`config.mk`:
```
export PLATFORM = sky130hd
export DESIGN_NAME = controller_seq
export DESIGN_NICKNAME = d
export VERILOG_FILES = /design/src/rtl/controller_seq_pkg.sv /design/src/rtl/controller_seq_ring_counter.sv /design/src/rtl/controller_seq.sv
export SDC_FILE = /design/constraint.sdc
export NUM_CORES = 1
export LEC_CHECK = 0
export CELL_PAD_IN_SITES_DETAIL_PLACEMENT = 1
export CELL_PAD_IN_SITES_GLOBAL_PLACEMENT = 1
export CORE_MARGIN = 3
export CORE_UTILIZATION = 30
export DETAILED_ROUTE_END_ITERATION = 12
export PLACE_DENSITY_LB_ADDON = 0.08
export SLEW_MARGIN = 15
export SYNTH_ARGS = -nofsm -noshare
export SYNTH_HDL_FRONTEND = slang
export SYNTH_SLANG_ARGS = --single-unit
```
`constraint.sdc`:
```
create_clock -name clk -period 2.4 [get_ports clk]
set_input_delay 0.48 -clock clk [delete_from_list [all_inputs] [get_ports clk]]
set_output_delay 0.48 -clock clk [all_outputs]
set_load 0.05 [all_outputs]
```
`src/rtl/controller_seq_pkg.sv`:
```
// Shared constants for the SAP-style sequencer: opcodes, one-hot T-states
// and the bit layout of the internal control word.
package controller_seq_pkg;

  localparam logic [3:0] OP_LDA = 4'b0000;
  localparam logic [3:0] OP_ADD = 4'b0001;
  localparam logic [3:0] OP_SUB = 4'b0010;
  localparam logic [3:0] OP_OUT = 4'b1110;
  localparam logic [3:0] OP_HLT = 4'b1111;

  localparam int T_W = 6;
  localparam logic [T_W-1:0] T1 = 6'b000001;
  localparam logic [T_W-1:0] T2 = 6'b000010;
  localparam logic [T_W-1:0] T3 = 6'b000100;
  localparam logic [T_W-1:0] T4 = 6'b001000;
  localparam logic [T_W-1:0] T5 = 6'b010000;
  localparam logic [T_W-1:0] T6 = 6'b100000;

  localparam int CW_W  = 12;
  localparam int CW_CP = 11;
  localparam int CW_EP = 10;
  localparam int CW_LM = 9;
  localparam int CW_CE = 8;
  localparam int CW_LI = 7;
  localparam int CW_EI = 6;
  localparam int CW_LA = 5;
  localparam int CW_EA = 4;
  localparam int CW_SU = 3;
  localparam int CW_EU = 2;
  localparam int CW_LB = 1;
  localparam int CW_LO = 0;

  typedef logic [CW_W-1:0] ctrl_word_t;

endpackage

```
`src/rtl/controller_seq_ring_counter.sv`:
```
// Six-position one-hot ring; holds its position while freeze is high.
module ring_counter
  import controller_seq_pkg::*;
(
  input  logic           clk,
  input  logic           clr,
  input  logic           freeze,
  output logic [T_W-1:0] t_state
);

  always_ff @(posedge clk or negedge clr) begin
    if (!clr) begin
      t_state <= T1;
    end else if (!freeze) begin
      t_state <= {t_state[T_W-2:0], t_state[T_W-1]};
    end
  end

endmodule

```
`src/rtl/controller_seq.sv`:
```
// Instruction sequencer: one-hot T-state ring plus combinational decode of
// T-state and opcode into control strobes, with a sticky halt latch.
module controller_seq
  import controller_seq_pkg::*;
(
  input  logic           clk,
  input  logic           clr,
  input  logic [3:0]     opcode,
  output logic           cp,
  output logic           ep,
  output logic           lm,
  output logic           ce,
  output logic           li,
  output logic           ei,
  output logic           la,
  output logic           ea,
  output logic           su,
  output logic           eu,
  output logic           lb,
  output logic           lo,
  output logic           hlt,
  output logic [T_W-1:0] t_state
);

  logic       hlt_q;
  logic       halt_now;
  ctrl_word_t cw;

  // Halt takes effect on the edge that would leave T4, so the ring must
  // already be frozen on that same edge.
  assign halt_now = !hlt_q && (t_state == T4) && (opcode == OP_HLT);

  ring_counter u_ring (
    .clk     (clk),
    .clr     (clr),
    .freeze  (hlt_q | halt_now),
    .t_state (t_state)
  );

  always_ff @(posedge clk or negedge clr) begin
    if (!clr) begin
      hlt_q <= 1'b0;
    end else if (halt_now) begin
      hlt_q <= 1'b1;
    end
  end

  always_comb begin
    cw = '0;
    if (!hlt_q) begin
      case (t_state)
        T1: begin cw[CW_EP] = 1'b1; cw[CW_LM] = 1'b1; end
        T2: cw[CW_CP] = 1'b1;
        T3: begin cw[CW_CE] = 1'b1; cw[CW_LI] = 1'b1; end
        T4: begin
          case (opcode)
            OP_LDA, OP_ADD, OP_SUB: begin cw[CW_EI] = 1'b1; cw[CW_LM] = 1'b1; end
            OP_OUT:                 begin cw[CW_EA] = 1'b1; cw[CW_LO] = 1'b1; end
            default: ;
          endcase
        end
        T5: begin
          case (opcode)
            OP_LDA:         begin cw[CW_CE] = 1'b1; cw[CW_LA] = 1'b1; end
            OP_ADD, OP_SUB: begin cw[CW_CE] = 1'b1; cw[CW_LB] = 1'b1; end
            default: ;
          endcase
        end
        T6: begin
          if (opcode == OP_ADD || opcode == OP_SUB) begin
            cw[CW_EU] = 1'b1;
            cw[CW_LA] = 1'b1;
            cw[CW_SU] = (opcode == OP_SUB);
          end
        end
        default: ;
      endcase
    end
  end

  assign cp  = cw[CW_CP];
  assign ep  = cw[CW_EP];
  assign lm  = cw[CW_LM];
  assign ce  = cw[CW_CE];
  assign li  = cw[CW_LI];
  assign ei  = cw[CW_EI];
  assign la  = cw[CW_LA];
  assign ea  = cw[CW_EA];
  assign su  = cw[CW_SU];
  assign eu  = cw[CW_EU];
  assign lb  = cw[CW_LB];
  assign lo  = cw[CW_LO];
  assign hlt = hlt_q;

endmodule

```
==> impl.org <==
* Implementation run

** Layout
- Num sequential :: 7
- The non-clock inverters instantiated in the layout total 3.
- Multi-input gates :: 42
- Non-Clock Buffer Count :: 27

** Power and ir drop
- Ratio of total power to cell area :: 254 nW/um^2
- Of the total power, combinational logic draws 0.098.
- Net switching power :: 55.0 uW
- Looking at the group totals, the largest power group turns out to be registers.

** Final timing
- Actual transition at the worst max-transition pin :: 0.505 ns
- Min Clock Period, post-route :: 2.33 ns
- Final Setup Violations :: 0
- Setup repair after global routing could not meet its margin everywhere.

** Logic synthesis
- Leading post-synthesis cells by cell area :: sky130_fd_sc_hd__dfrtp_1 (29%), sky130_fd_sc_hd__mux2_2 (6.5%), sky130_fd_sc_hd__nor3_4 (6.2%)
- Per Yosys stat, the portion of area used by sequential elements is 0.338.
- In this run, synthesis inferred 0 flip-flops with an integrated enable.
- Per the synthesis report, the simple-gate share of the synthesized area is 0.384.
- Main flop type :: sky130_fd_sc_hd__dfrtp_1
- Of the combinational cells, the family taking the most area is simple AND/OR/NAND/NOR gates.

** Critical path
- Launch point of the worst path :: opcode[1]
- The signal on the critical path passes through clkdlybuf4s50_1, xor2_1, nand3_1, nor3_2, buf_12.
- Cell type of the slowest stage on the worst timing path :: sky130_fd_sc_hd__clkdlybuf4s50_1
- The required time at the worst endpoint is listed as 1.92 ns.
- In the setup report, the worst path falls into the class in2out.

** Floorplanning
- Measured along the x axis, the die boundary spans 47.7 microns.
- Die area :: 2280 sq um

** Global route
- Entering global routing, the biggest net connects 13 pins.
- For this run, the total global-route usage over all layers was measured as 0.153.
- For this run, global-route usage on met1 was measured as 0.182.
- For met3 alone, demand over resource in global routing was 0.0602.

** Clocking
- Gates resized during post-CTS repair numbered 0.
- In this run the deepest clock path goes through 2 buffers.
- Clock Root Buffer :: sky130_fd_sc_hd__clkbuf_4

** Drt
- The count of nets left with antenna violations once routing finished came out at 0.
- After detailed routing, the number of vias per cell comes to 5.60.
- In the detailed route, the total length drawn on met2 is 765 microns.

** Placement
- Per the detailed placement report, the placed cell area equals 940 sq um.
- Detailed Place HPWL :: 1210 microns

** Run status
- Run status :: complete, no violations
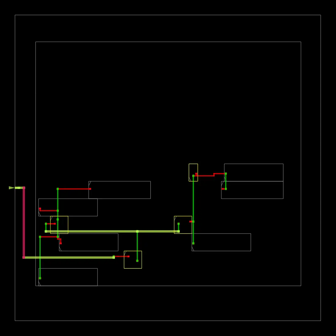
(images/clocks.png)
clock buffers: 4
latest clock arrival within the worst-skew pair: 0.25 ns

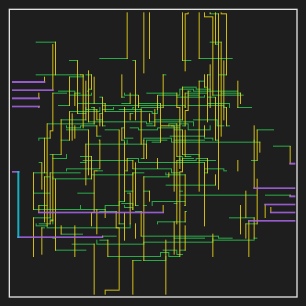
(images/wires.png)
Scale: 6 px per micron.
| colour | layer | wire length |
|---|---|---|
| purple | metal 3 | 80.7 microns |
| yellow | metal 2 | 766 microns |
| green | metal 1 | 598 microns |
| cyan | metal 4 | 10.9 microns |

No activity file was given, so power comes from the tool's default toggle rates.
